==> config.mk <==
export PLATFORM = sky130hd
export DESIGN_NAME = uart_sync_fifo_flat
export DESIGN_NICKNAME = d
export VERILOG_FILES = /design/src/rtl/uart_fifo_pkg.sv /design/src/rtl/uart_sync_fifo_if.sv /design/src/rtl/uart_fifo_mem.sv /design/src/rtl/uart_sync_fifo.sv /design/src/flat_wrapper.sv
export SDC_FILE = /design/constraint.sdc
export NUM_CORES = 1
export LEC_CHECK = 0
export ABC_AREA = 0
export CORE_MARGIN = 2
export CORE_UTILIZATION = 50
export DETAILED_ROUTE_END_ITERATION = 6
export GPL_TIMING_DRIVEN = 0
export PLACE_DENSITY_LB_ADDON = 0.08
export SYNTH_ARGS = -nofsm -noshare
export SYNTH_HDL_FRONTEND = slang
export SYNTH_SLANG_ARGS = --single-unit
==> constraint.sdc <==
create_clock -name clk -period 2.75 [get_ports clk]
set_clock_uncertainty 0.1 [all_clocks]
set_input_delay 0.4125 -clock clk [delete_from_list [all_inputs] [get_ports clk]]
set_output_delay 0.4125 -clock clk [all_outputs]
set_load 0.01 [all_outputs]
### Nets reached from selected ports

Bar = 20 um.
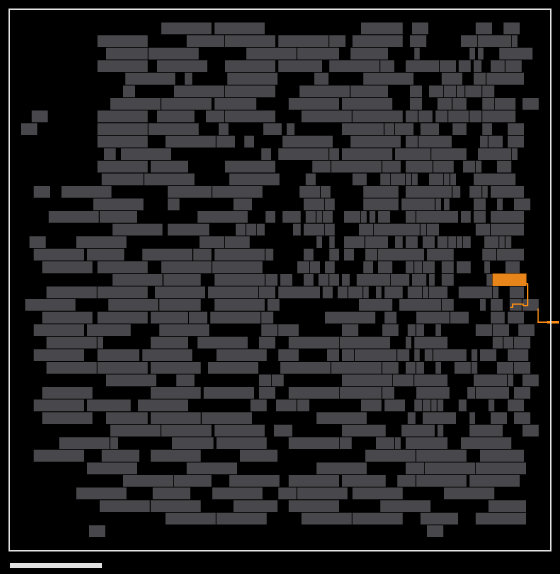
- `bus_overflow`: orange (bits 1; direction output; end cells 1; buffers 1; wire 14.9 um)
IO buf count: 35
I/O pins: 36

### Clock routing

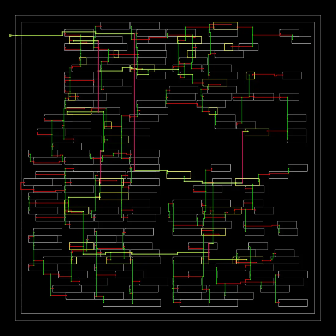
total clock buffers created by CTS: 17
total clock network power: 2.16 mW
clock buf count: 19

==> qor.json <==
{
  "route": {
    "drt-pass1-iter-count": 4,
    "met1Wirelength_um": 5860,
    "met3WireLength_um": 780,
    "uppermost_signal_routing_layer_after_detailed_routing": "met4"
  },
  "floorplan": {
    "floorplan.core_util_pct": 50.9,
    "core_area_mm2": 0.0125,
    "die_width_um": 117
  },
  "pwr": {
    "total_switching_power_mw": 0.983,
    "peak_supply_drop_v": 0.000441,
    "power.combinational.total_mw": 0.106
  },
  "yosys": {
    "ys_seq_share_pct": 68.8,
    "post_synth_num_cell_types": 44,
    "synth_area_mm2": 0.00637,
    "post_synth.cell_area_avg_um2": 16.9,
    "synth_async_sr_flop_share_pct": 0,
    "ys.warnings.count": 0,
    "leading_post_synthesis_cells_by_cell_area": "sky130_fd_sc_hd__edfxtp_1 60%, sky130_fd_sc_hd__dfxtp_1 8.5%, sky130_fd_sc_hd__mux4_2 5.7%",
    "syn_inst": 376,
    "yosys.cell_count.top_type": "sky130_fd_sc_hd__edfxtp_1",
    "edf_count": 128,
    "postSynth.topFlopCell": "sky130_fd_sc_hd__edfxtp_1"
  },
  "clock_network": {
    "clock_path_buffers": 2,
    "postCtsSetupBuffers": 6,
    "cts_tree": "yes",
    "root_buffer": "sky130_fd_sc_hd__clkbuf_16"
  },
  "status": {
    "status": "finished clean"
  },
  "finish": {
    "fin_util_pct": 62.2,
    "fillCellCount": 957
  },
  "flow_run": {
    "max_cap_viol_count": 0
  },
  "global_routing": {
    "via_count_of_the_first_global_routing_pass": 3508,
    "grt-busiest-layer": "met2",
    "grt.met2_usage_pct": 33.0
  },
  "sta": {
    "final_setup_fails": 0,
    "final_min_period_over_clock_period_pct": 98.2,
    "fin_crit_ns": 2.70,
    "timing.setup.tns_ns": 0
  },
  "placement": {
    "dpl.hpwl_um": 8410
  },
  "setup_path": {
    "cp-start-kind": "flop",
    "arrival_ns": 2.95
  }
}
-- worst max-delay path: stages (launching register included) --
cell	delay, ns
sky130_fd_sc_hd__dfxtp_2	0.31
sky130_fd_sc_hd__buf_6	0.12
sky130_fd_sc_hd__xnor2_4	0.13
sky130_fd_sc_hd__and4_4	0.21
sky130_fd_sc_hd__a21oi_4	0.14
sky130_fd_sc_hd__clkbuf_8	0.15
sky130_fd_sc_hd__inv_2	0.04
sky130_fd_sc_hd__ha_4	0.17
sky130_fd_sc_hd__fa_2	0.36
sky130_fd_sc_hd__a21o_1	0.17
sky130_fd_sc_hd__a21oi_2	0.12
sky130_fd_sc_hd__xor2_1	0.08
sky130_fd_sc_hd__or3_1	0.38
sky130_fd_sc_hd__a21oi_2	0.13
No activity file was given, so power comes from the tool's default toggle rates.
